### src/rtl/elevator_pkg.sv
// rtl/elevator_pkg.sv - shared floor/direction types and helpers for the elevator datapath
// Contents:
//   NUM_FLOORS, FLOOR_W      floor count and floor index width
//   floor_t, floor_vec_t     floor index and per-floor bit vector
//   dir_e                    controller committed direction encodings
//   UP_LIVE, DOWN_LIVE       which hall buttons physically exist
//   bit_count, onehot_index, above_mask, below_mask
package elevator_pkg;

  localparam int NUM_FLOORS = 4;
  localparam int FLOOR_W    = 2;

  typedef logic [FLOOR_W-1:0]    floor_t;
  typedef logic [NUM_FLOORS-1:0] floor_vec_t;

  typedef enum logic [1:0] {
    DIR_IDLE = 2'b00,
    DIR_UP   = 2'b01,
    DIR_DOWN = 2'b10
  } dir_e;

  // No up button at the top floor, no down button at the bottom floor.
  localparam floor_vec_t UP_LIVE   = 4'b0111;
  localparam floor_vec_t DOWN_LIVE = 4'b1110;

  function automatic logic [2:0] bit_count(floor_vec_t v);
    logic [2:0] c;
    c = '0;
    for (int i = 0; i < NUM_FLOORS; i++) c = c + 3'(v[i]);
    return c;
  endfunction

  // Only meaningful when v is one-hot.
  function automatic floor_t onehot_index(floor_vec_t v);
    floor_t idx;
    idx = '0;
    for (int i = 0; i < NUM_FLOORS; i++) if (v[i]) idx = floor_t'(i);
    return idx;
  endfunction

  function automatic floor_vec_t above_mask(floor_t fl);
    floor_vec_t m;
    for (int i = 0; i < NUM_FLOORS; i++) m[i] = (i > int'(fl));
    return m;
  endfunction

  function automatic floor_vec_t below_mask(floor_t fl);
    floor_vec_t m;
    for (int i = 0; i < NUM_FLOORS; i++) m[i] = (i < int'(fl));
    return m;
  endfunction

endpackage

### src/rtl/elevator_call_register_if.sv
// rtl/elevator_call_register_if.sv - button/sensor inputs and pending-call outputs of the call register
// Signals:
//   F, U, D      cabin / hall-up / hall-down buttons, bit i = floor i+1
//   S            one-hot floor sensors (all-zero between floors)
//   OPEN, DIR    door-open indication and committed direction from the controller
//   CALL_F/U/D   pending calls
//   FLOOR        last valid floor; AT_FLOOR / SERR sensor status
//   ANY_ABOVE/BELOW/HERE  pending-call summaries relative to FLOOR
// Modports: master drives buttons/sensors/controller status, slave is the call register.
interface elevator_call_register_if;
  import elevator_pkg::*;

  floor_vec_t F;
  floor_vec_t U;
  floor_vec_t D;
  floor_vec_t S;
  logic       OPEN;
  logic [1:0] DIR;

  floor_vec_t CALL_F;
  floor_vec_t CALL_U;
  floor_vec_t CALL_D;
  floor_t     FLOOR;
  logic       AT_FLOOR;
  logic       SERR;
  logic       ANY_ABOVE;
  logic       ANY_BELOW;
  logic       ANY_HERE;

  modport master (
    output F, U, D, S, OPEN, DIR,
    input  CALL_F, CALL_U, CALL_D, FLOOR, AT_FLOOR, SERR,
    input  ANY_ABOVE, ANY_BELOW, ANY_HERE
  );

  modport slave (
    input  F, U, D, S, OPEN, DIR,
    output CALL_F, CALL_U, CALL_D, FLOOR, AT_FLOOR, SERR,
    output ANY_ABOVE, ANY_BELOW, ANY_HERE
  );

endinterface

### src/rtl/button_debounce.sv
// rtl/button_debounce.sv - per-button debounce counter with arm bit and single-cycle latch pulse
// Ports:
//   clk_i    system clock
//   rst_ni   asynchronous active-low reset
//   btn_i    raw button level
//   latch_o  high in the cycle whose edge accepts the press (combinational)
module button_debounce #(
  parameter int DEBOUNCE = 2
) (
  input  logic clk_i,
  input  logic rst_ni,
  input  logic btn_i,
  output logic latch_o
);

  localparam logic [3:0] DEB_C = 4'(DEBOUNCE);

  logic [3:0] cnt_q, cnt_d;
  logic       arm_q, arm_d;

  // The pulse is raised in the same cycle the counter is about to reach
  // DEBOUNCE, so the pending bit sets on the very edge that completes the
  // debounce window.
  always_comb begin
    cnt_d   = cnt_q;
    arm_d   = arm_q;
    latch_o = 1'b0;
    if (btn_i) begin
      if (cnt_q != DEB_C) cnt_d = cnt_q + 4'd1;
      if ((cnt_d == DEB_C) && arm_q) begin
        latch_o = 1'b1;
        arm_d   = 1'b0;
      end
    end else begin
      cnt_d = '0;
      arm_d = 1'b1;
    end
  end

  always_ff @(posedge clk_i or negedge rst_ni) begin
    if (!rst_ni) begin
      cnt_q <= '0;
      arm_q <= 1'b1;
    end else begin
      cnt_q <= cnt_d;
      arm_q <= arm_d;
    end
  end

endmodule

### src/rtl/elevator_call_register.sv
// rtl/elevator_call_register.sv - debounced call latching, floor tracking and service clear
// Ports:
//   CLK    system clock, rising edge
//   RESET  asynchronous active-low reset
//   bus    elevator_call_register_if.slave (buttons, sensors, controller status in;
//          pending calls, floor, sensor status and summaries out)
module elevator_call_register
  import elevator_pkg::*;
#(
  parameter int DEBOUNCE = 2
) (
  input  logic                      CLK,
  input  logic                      RESET,
  elevator_call_register_if.slave   bus
);

  floor_vec_t set_f, set_u, set_d;
  floor_vec_t clr_f, clr_u, clr_d;
  floor_vec_t call_f_q, call_u_q, call_d_q;
  floor_vec_t call_f_d, call_u_d, call_d_d;
  floor_t     floor_q, floor_d;
  floor_t     s_idx;
  logic [2:0] s_count;
  logic       at_floor;
  logic       serve;
  floor_vec_t all_calls;

  for (genvar i = 0; i < NUM_FLOORS; i++) begin : g_cab
    button_debounce #(.DEBOUNCE(DEBOUNCE)) u_deb (
      .clk_i  (CLK),
      .rst_ni (RESET),
      .btn_i  (bus.F[i]),
      .latch_o(set_f[i])
    );
  end

  for (genvar i = 0; i < NUM_FLOORS - 1; i++) begin : g_up
    button_debounce #(.DEBOUNCE(DEBOUNCE)) u_deb (
      .clk_i  (CLK),
      .rst_ni (RESET),
      .btn_i  (bus.U[i]),
      .latch_o(set_u[i])
    );
  end

  for (genvar i = 1; i < NUM_FLOORS; i++) begin : g_dn
    button_debounce #(.DEBOUNCE(DEBOUNCE)) u_deb (
      .clk_i  (CLK),
      .rst_ni (RESET),
      .btn_i  (bus.D[i]),
      .latch_o(set_d[i])
    );
  end

  // Top-floor up and bottom-floor down buttons do not exist; their wires are tied off.
  assign set_u[NUM_FLOORS-1] = bus.U[NUM_FLOORS-1] & 1'b0;
  assign set_d[0]            = bus.D[0] & 1'b0;

  assign s_count  = bit_count(bus.S);
  assign at_floor = (s_count == 3'd1);
  assign s_idx    = onehot_index(bus.S);
  // A multi-hot sensor is never at_floor, so it can neither move FLOOR nor clear.
  assign serve    = bus.OPEN & at_floor;

  always_comb begin
    clr_f   = '0;
    clr_u   = '0;
    clr_d   = '0;
    floor_d = floor_q;
    if (at_floor) floor_d = s_idx;
    if (serve) begin
      clr_f[s_idx] = 1'b1;
      // Moving down does not serve the up call and vice versa; idle (or 11) serves both.
      if (bus.DIR != DIR_DOWN) clr_u[s_idx] = 1'b1;
      if (bus.DIR != DIR_UP)   clr_d[s_idx] = 1'b1;
    end
    // Clear is applied after set so a press at a serving door is consumed.
    call_f_d = (call_f_q | set_f) & ~clr_f;
    call_u_d = (call_u_q | set_u) & ~clr_u & UP_LIVE;
    call_d_d = (call_d_q | set_d) & ~clr_d & DOWN_LIVE;
  end

  always_ff @(posedge CLK or negedge RESET) begin
    if (!RESET) begin
      call_f_q <= '0;
      call_u_q <= '0;
      call_d_q <= '0;
      floor_q  <= '0;
    end else begin
      call_f_q <= call_f_d;
      call_u_q <= call_u_d;
      call_d_q <= call_d_d;
      floor_q  <= floor_d;
    end
  end

  assign all_calls = call_f_q | call_u_q | call_d_q;

  assign bus.CALL_F    = call_f_q;
  assign bus.CALL_U    = call_u_q;
  assign bus.CALL_D    = call_d_q;
  assign bus.FLOOR     = floor_q;
  assign bus.AT_FLOOR  = at_floor;
  assign bus.SERR      = (s_count > 3'd1);
  assign bus.ANY_ABOVE = |(all_calls & above_mask(floor_q));
  assign bus.ANY_BELOW = |(all_calls & below_mask(floor_q));
  assign bus.ANY_HERE  = all_calls[floor_q];

endmodule

### src/flat_wrapper.sv
// flat-port wrapper written by rule: the top's interface ports become plain ports
module elevator_call_register_flat import elevator_pkg::*;
#(
  parameter int DEBOUNCE = 2
)
  (CLK, RESET, bus_F, bus_U, bus_D, bus_S, bus_OPEN, bus_DIR, bus_CALL_F, bus_CALL_U, bus_CALL_D, bus_FLOOR, bus_AT_FLOOR, bus_SERR, bus_ANY_ABOVE, bus_ANY_BELOW, bus_ANY_HERE);
  elevator_call_register_if bus_i ();
  input  logic CLK;
  input  logic RESET;
  input wire logic [$bits(bus_i.F)-1:0] bus_F;
  input wire logic [$bits(bus_i.U)-1:0] bus_U;
  input wire logic [$bits(bus_i.D)-1:0] bus_D;
  input wire logic [$bits(bus_i.S)-1:0] bus_S;
  input wire logic [$bits(bus_i.OPEN)-1:0] bus_OPEN;
  input wire logic [$bits(bus_i.DIR)-1:0] bus_DIR;
  output wire logic [$bits(bus_i.CALL_F)-1:0] bus_CALL_F;
  output wire logic [$bits(bus_i.CALL_U)-1:0] bus_CALL_U;
  output wire logic [$bits(bus_i.CALL_D)-1:0] bus_CALL_D;
  output wire logic [$bits(bus_i.FLOOR)-1:0] bus_FLOOR;
  output wire logic [$bits(bus_i.AT_FLOOR)-1:0] bus_AT_FLOOR;
  output wire logic [$bits(bus_i.SERR)-1:0] bus_SERR;
  output wire logic [$bits(bus_i.ANY_ABOVE)-1:0] bus_ANY_ABOVE;
  output wire logic [$bits(bus_i.ANY_BELOW)-1:0] bus_ANY_BELOW;
  output wire logic [$bits(bus_i.ANY_HERE)-1:0] bus_ANY_HERE;
  assign bus_i.F = bus_F;
  assign bus_i.U = bus_U;
  assign bus_i.D = bus_D;
  assign bus_i.S = bus_S;
  assign bus_i.OPEN = bus_OPEN;
  assign bus_i.DIR = bus_DIR;
  assign bus_CALL_F = bus_i.CALL_F;
  assign bus_CALL_U = bus_i.CALL_U;
  assign bus_CALL_D = bus_i.CALL_D;
  assign bus_FLOOR = bus_i.FLOOR;
  assign bus_AT_FLOOR = bus_i.AT_FLOOR;
  assign bus_SERR = bus_i.SERR;
  assign bus_ANY_ABOVE = bus_i.ANY_ABOVE;
  assign bus_ANY_BELOW = bus_i.ANY_BELOW;
  assign bus_ANY_HERE = bus_i.ANY_HERE;
  elevator_call_register #(.DEBOUNCE(DEBOUNCE)) u_core (.CLK(CLK), .RESET(RESET), .bus(bus_i));
endmodule
### config.mk
export PLATFORM = sky130hd
export DESIGN_NAME = elevator_call_register_flat
export DESIGN_NICKNAME = d
export VERILOG_FILES = /design/src/rtl/elevator_pkg.sv /design/src/rtl/elevator_call_register_if.sv /design/src/rtl/button_debounce.sv /design/src/rtl/elevator_call_register.sv /design/src/flat_wrapper.sv
export SDC_FILE = /design/constraint.sdc
export NUM_CORES = 1
export LEC_CHECK = 0
export ABC_AREA = 1
export CORE_ASPECT_RATIO = 1.75
export CORE_MARGIN = 2
export CORE_UTILIZATION = 55
export DETAILED_ROUTE_END_ITERATION = 7
export PLACE_DENSITY_LB_ADDON = 0.3
export SYNTH_ARGS = -nofsm -noshare
export SYNTH_HDL_FRONTEND = slang
export SYNTH_HIERARCHICAL = 1
export SYNTH_SLANG_ARGS = --single-unit
### constraint.sdc
create_clock -name CLK -period 2.7 [get_ports CLK]
set_clock_uncertainty 0.1 [all_clocks]
set_input_delay 0.54 -clock CLK [delete_from_list [all_inputs] [get_ports CLK]]
set_output_delay 0.54 -clock CLK [all_outputs]
set_load 0.005 [all_outputs]
==> Changelog: implementation, run 1 <==
### Metrics

- Status: finished, final reports clean
- H-Tree Depth: 3
- I/O pins: 40
- Resized Gates After CTS: 20
- Final Max Tran Viols: 0
- Final worst slack: 0.0891 ns
- Per-cell routed wire length: 12.0 um
- Dpl ws: -0.802 ns
- # diodes: 0
- Initial DRC count: approximately 96
- Via-to-Cell Ratio: ~5.0
- Register bank with the most flops: u_core/g_cab.u_deb/cnt_q
- Sequential share of power: 0.432
- Cell Type Count: 25
- DR pass1 iterations: 4
- Clk buf depth: 2
- Yosys Warn Count: 6
- Gate Count Post-Synth: around 430
- Flops out of synthesis: around 62
- Post-synthesis cell area: approximately 3500 um^2
## run 1: power by group through the flow
stage | Clock [mW] | Combinational [mW] | Sequential, mW
after floorplan | 0 | 0.662 | 1.34
after global placement | 0 | 1.02 | 1.38
after detailed placement | 0 | 1.07 | 1.39
after CTS | 0.746 | 1.08 | 1.38
after global routing | 0.788 | 1.24 | 1.41
final | 0.721 | 1.09 | 1.37
## run 1: critical path, stage by stage
cell,delay (ns)
clkdlybuf4s15_1,0.17
inv_2,0.04
fa_1,0.50
inv_2,0.05
ha_4,0.16
inv_4,0.06
ha_4,0.20
inv_4,0.06
nand3_4,0.06
inv_2,0.04
buf_2,0.09
## run 1: cells by family (layout without fill, tap and decap cells)
| kind of cell | count (synthesis) | in the layout | share of synthesized area |
|---|---|---|---|
| DFF | 62 | 62 | 0.443 |
| xor gates and xnor gates | 10 | 10 | 0.0248 |
| other | 1 | 2 | 0.00106 |
| buffers and inverters | 74 | 135 | 0.0819 |
| AOI/OAI and AO/OA | 45 | 45 | 0.0663 |
| adders and majority gates | 24 | 24 | 0.0872 |
| and+or+nand+nor | 217 | 217 | 0.296 |
## run 1: stage by stage
step	setup TNS (ns)	power [mW]	cells
2_1_floorplan	0	2.00	434
3_3_place_gp	-2.57	2.40	555
3_5_place_dp	-3.69	2.46	555
4_1_cts	0	3.20	573
5_1_grt	0	3.44	575
6_report	0	3.18	575
## run 1: area by class of cell
class                      count  area [um^2]
clock inverter                 1         5.00
multi-input combinational    298         1710
timing repair buffer          48          427
sequential                    62         1560
clock buffer                  15          166
fill                         501         1990
tap                           80          100
inverter                      71          272
## run 1: routing by layer
layer	vias up	global-route usage	wire, um
met3	13	0.0518	232
met4	0	0.125	149
met5	-	0	0
met2	53	0.397	3810
met1	1353	0.236	2700
li1	1462	-	-
run_1/placement.png
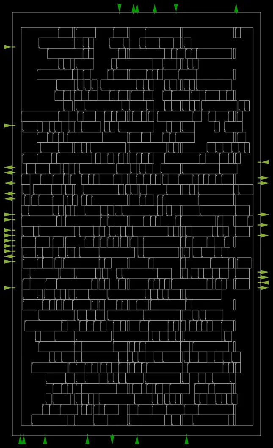
row cnt: 38
fin cells: 575
Core Area: 6230 um^2
Filler Cell Count: 501

run_1/metal_density.png
Scale: 4 px per um. 13 x 22 tiles, from dark purple (low) to yellow (high), scaled to the fullest tile. Values are wire area over tile area, all layers added.
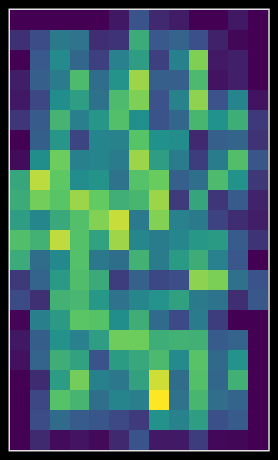
- densest ninth of the die: middle left
- mean over tiles: 0.15
- fullest tile: 0.39

run_1/sizes.png
Scale: 3 px per um.
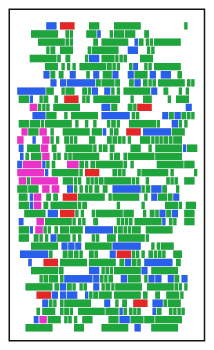
- red: _6 and larger (cells 11; most used clkbuf_8)
- blue: _2 cells (cells 85; most used nand2_2)
- green: _0 and _1 cells (cells 380; most used nor2_1)
- magenta: _3 and _4 cells (cells 19; most used buf_4)

==> inputs of run 2 (changes only) <==
--- a/config.mk
+++ b/config.mk
@@ -9,7 +9,9 @@
 export CORE_ASPECT_RATIO = 1.75
 export CORE_MARGIN = 2
 export CORE_UTILIZATION = 55
+export CTS_CLUSTER_SIZE = 30
 export DETAILED_ROUTE_END_ITERATION = 7
+export HOLD_SLACK_MARGIN = 0.06
 export PLACE_DENSITY_LB_ADDON = 0.3
 export SYNTH_ARGS = -nofsm -noshare
 export SYNTH_HDL_FRONTEND = slang
run_2/sizes.png
Scale: 3 px per um.
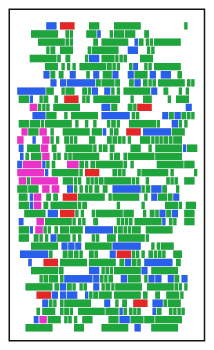
- green: _0 and _1 cells (cells 380; most used nor2_1)
- magenta: _3 and _4 cells (cells 19; most used buf_4)
- blue: _2 cells (cells 85; most used nand2_2)
- red: _6 and larger (cells 11; most used clkbuf_8)

==> run 2 against run 1 <==
Fmax unchanged. Clock power about the same. Count of clock-buffer cells in the layout is the same. Combinational power is essentially flat. Non-clock buffer count unchanged. Cell count unchanged. Largest cell class unchanged. Routed wire length stayed put. Total power unchanged. Flip-flop count stayed put. Setup slack unchanged. Highest routed layer unchanged. Sequential share of layout area did not move.
==> Changelog: implementation, run 2 <==
### Metrics

- Flops out of synthesis: 62 (unchanged)
- Final worst slack: 0.0891 ns (unchanged)
- Gate Count Post-Synth: 433 (unchanged)
- Core Area: 6230 um^2 (unchanged)
- I/O pins: 40 (unchanged)
- Inverters: 71 (unchanged)
- Logic share of the area: 0.402 (unchanged)
- Row cnt: 38 (unchanged)
- Yosys Warn Count: 6 (unchanged)
- Status: finished, final reports clean
- # diodes: 0 (unchanged)
- Nonclk buf count: 48 (unchanged)
- Post-synthesis cell area: 3530 um^2 (unchanged)
- Met3 routed WL: 232 um (unchanged)
- Family with the most delay on the worst path: adder cells
- DR pass1 iterations: 4 (unchanged)
- Register bank with the most flops: u_core/g_cab.u_deb/cnt_q
- # clk buffers: 15 (unchanged)
- Num sequential: 62 (unchanged)
- Clk buf depth: 2 (unchanged)
- DR top layer: met4
- Data buffer area share: 0.101 (unchanged)
- Crit-path most repeated cell: inv_2
run_2/flops_by_reg.png
Scale: 4 px per um.
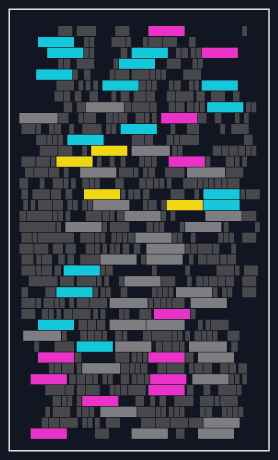
- yellow: u_core/bus.CALL_F (sequential cells 4)
- magenta: u_core/g_dn.u_deb/cnt_q (sequential cells 12)
- cyan: u_core/g_cab.u_deb/cnt_q (sequential cells 16)
- not colored: 30

run 2: cell counts in the layout (fill, tap and decap cells not counted):
Identical to the previous run, type by type.
run 2: power groups by stage:
stage / Sequential [mW] / Combinational [mW] / Clock (mW)
after floorplan: 1.34 / 0.662 / 0
after global placement: 1.38 / 1.02 / 0
after detailed placement: 1.39 / 1.07 / 0
after CTS: 1.38 / 1.08 / 0.746
after global routing: 1.41 / 1.24 / 0.788
final: 1.37 / 1.09 / 0.721
run 2: per-stage QoR:
| stage | setup TNS [ns] | cells | instance area (um^2) | util | power (mW) |
|---|---|---|---|---|---|
| after global placement | -2.57 | 555 | 4030 | 0.646 | 2.40 |
| after CTS | 0 | 573 | 4220 | 0.678 | 3.20 |
| after global routing | 0 | 575 | 4240 | 0.681 | 3.44 |
| after floorplan | 0 | 434 | 3530 | - | 2.00 |
| after detailed placement | -3.69 | 555 | 4030 | 0.646 | 2.46 |
| final | 0 | 575 | 4240 | 0.681 | 3.18 |
run 2: timing repair:
action,in CTS,in global routing
setup buffers,2,2
setup endpoints to repair,2,1
hold buffers,0,0
pin swaps,2,1
gates resized,20,6
run 2: cell families after synthesis:
family / count (synthesis) / share of synthesized area
adders and majority gates: 24 / 0.0872
and+or+nand+nor: 217 / 0.296
DFF: 62 / 0.443
buffers and inverters: 74 / 0.0819
other: 1 / 0.00106
xor gates and xnor gates: 10 / 0.0248
AOI/OAI and AO/OA: 45 / 0.0663
run 2: routing by layer:
| layer | GRT usage | vias up |
|---|---|---|
| met1 | 0.236 | 1353 |
| met5 | 0 | - |
| li1 | - | 1462 |
| met2 | 0.397 | 53 |
| met3 | 0.0518 | 13 |
| met4 | 0.125 | 0 |
==> inputs of run 3 (changes only) <==
--- a/config.mk
+++ b/config.mk
@@ -8,11 +8,12 @@
 export ABC_AREA = 1
 export CORE_ASPECT_RATIO = 1.75
 export CORE_MARGIN = 2
-export CORE_UTILIZATION = 55
+export CORE_UTILIZATION = 25
 export CTS_CLUSTER_SIZE = 30
 export DETAILED_ROUTE_END_ITERATION = 7
 export HOLD_SLACK_MARGIN = 0.06
 export PLACE_DENSITY_LB_ADDON = 0.3
+export REMOVE_ABC_BUFFERS = 1
 export SYNTH_ARGS = -nofsm -noshare
 export SYNTH_HDL_FRONTEND = slang
 export SYNTH_HIERARCHICAL = 1
run_3/sizes.png
Scale: 2 px per um.
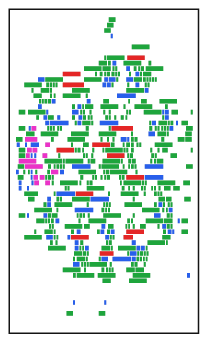
- red: _6 and larger (cells 13; most used clkbuf_16)
- blue: _2 cells (cells 88; most used nand2_2)
- green: _0 and _1 cells (cells 377; most used nor2_1)
- magenta: _3 and _4 cells (cells 14; most used buf_4)

==> run 3 against run 2 <==
Design area grew 5.9%. Sequential share of layout area shrank 2.0 points. Non-clock buffer count shrank 3. Sequential power is essentially flat. Register-to-register slack gained 0.03 ns. Count of clock-buffer cells in the layout shrank 3. Highest routed layer unchanged.
==> Changelog: implementation, run 3 <==
### Metrics

- Switching Power: about 1.2 mW
- Crit-path most repeated cell: inv_2
- Register bank with the most flops: u_core/g_cab.u_deb/cnt_q
- Total track usage: 0.105
- Clk buf depth: 2 (unchanged)
- Placed inst area: 4160 um^2 (+3.3%)
- DR pass1 iterations: 4 (unchanged)
- Core Area: 13,800 um^2 (+120%)
- RR Startpoint: u_core/g_cab[3].u_deb/cnt_q[0]
- Met3 routed WL: 341 um (+47%)
- Gpl congestion: around 0.74
- Gate Count Post-Synth: 433 (unchanged)
- Cell Type Count: 25
- Max reg flops: 16
- Flops out of synthesis: 62 (unchanged)
- Met3 Resource Use GR: 0.0289 (-0.0229)
- Status: finished, final reports clean
- Post-synthesis cell area: 3530 um^2 (unchanged)
- Setup TNS: 0 ns (unchanged)
- I/O pins: 40 (unchanged)
- Met2 track demand over resource: 0.183 (-0.213)
- Syn-to-layout area delta: 27.1%
- Yosys Warn Count: 6 (unchanged)
- Yosys Chip Area: around 3500 um^2
- CP Cell Sequence: clkbuf_2 > inv_2 > fa_1 > inv_2 > ha_4 > inv_2 > ha_4 > inv_4 > nand3_4 > inv_2 > buf_2
- Main area contributors: dfrtp_1 (37%), nor2_1 (8.3%), ha_1 (8.2%)
- Die H: approximately 160 um
- Pwr Density: around 820 nW/um^2
- DR top layer: met4
- Post-route cell area: 4490 um^2 (+5.9%)
- Family with the most delay on the worst path: adder cells
- Layer with the highest usage: met2
- # diodes: 0 (unchanged)
- Cts hold-fix bufs: 0 (unchanged)
- M1 GR Usage: 0.121 (-0.115)
run_3/placement.png
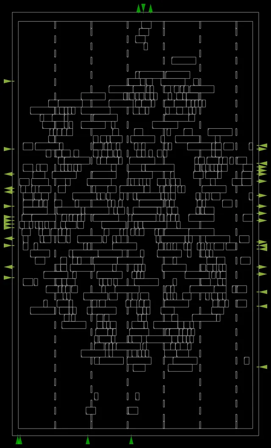
Seq area share: 0.348
row cnt: 57

==> run 3: cell type report <==
cell class,count,area [um^2],area share
Clock inverter,4,70.1,0.0156
Clock buffer,12,246,0.0549
Timing Repair Buffer,45,412,0.0917
Inverter,71,269,0.0599
Tap cell,177,221,0.0493
Sequential cell,62,1560,0.348
Multi-Input combinational cell,298,1710,0.380
==> run 3: power groups by stage <==
stage / clock (mW) / combinational (mW) / sequential, mW
global route: 1.30 / 1.22 / 1.44
global placement: 0 / 1.04 / 1.41
CTS: 1.27 / 1.08 / 1.41
floorplan: 0 / 0.639 / 1.35
detailed placement: 0 / 1.06 / 1.42
finish: 1.22 / 1.07 / 1.40
==> run 3: logic make-up (layout without fill, tap and decap cells) <==
logic type	Yosys count	after routing	synth area share
and+or+nand+nor	217	217	0.296
buffers and inverters	74	132	0.0819
DFF	62	62	0.443
AOI/OAI and AO/OA	45	45	0.0663
adders and majority gates	24	24	0.0872
xor gates and xnor gates	10	10	0.0248
other	1	2	0.00106
==> run 3: stage by stage <==
| stage | hold slack [ns] | power (mW) | instances | setup slack (ns) | utilization |
|---|---|---|---|---|---|
| after detailed placement | 0.395 | 2.48 | 652 | -0.773 | 0.301 |
| final | 0.130 | 3.69 | 669 | 0.142 | 0.324 |
| after global placement | 0.389 | 2.44 | 652 | -0.740 | 0.301 |
| after global routing | 0.166 | 3.96 | 669 | 0.0719 | 0.324 |
| after floorplan | 0.144 | 1.99 | 431 | 0.202 | - |
| after CTS | 0.135 | 3.76 | 669 | 0.00235 | 0.325 |
==> run 3: repair_timing <==
item / 4_1_cts / 5_1_grt
pin swaps: 2 / 1
buffers inserted: 1 / 0
endpoints found under the setup margin: 2 / 1
gates resized: 18 / 7

==> notes/layouts.md <==
Pictures saved along the way, in no particular order.

Power grid.
image #1
Scale: 6 px per um. Pins as bars on the die edge.
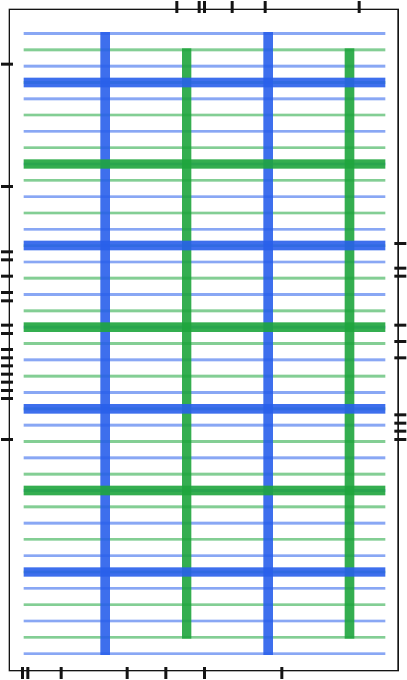
image #2
Scale: 4 px per um. Pins as bars on the die edge.
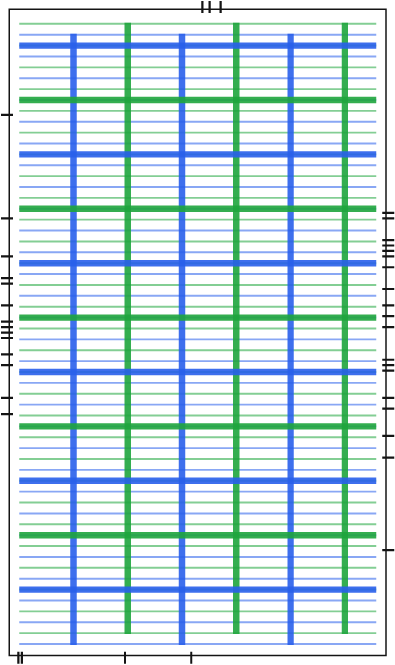
Run 3 is image #2.
Run 1 is image #1.
- largest die: image #2

Power is estimated from default activity; no workload was simulated.
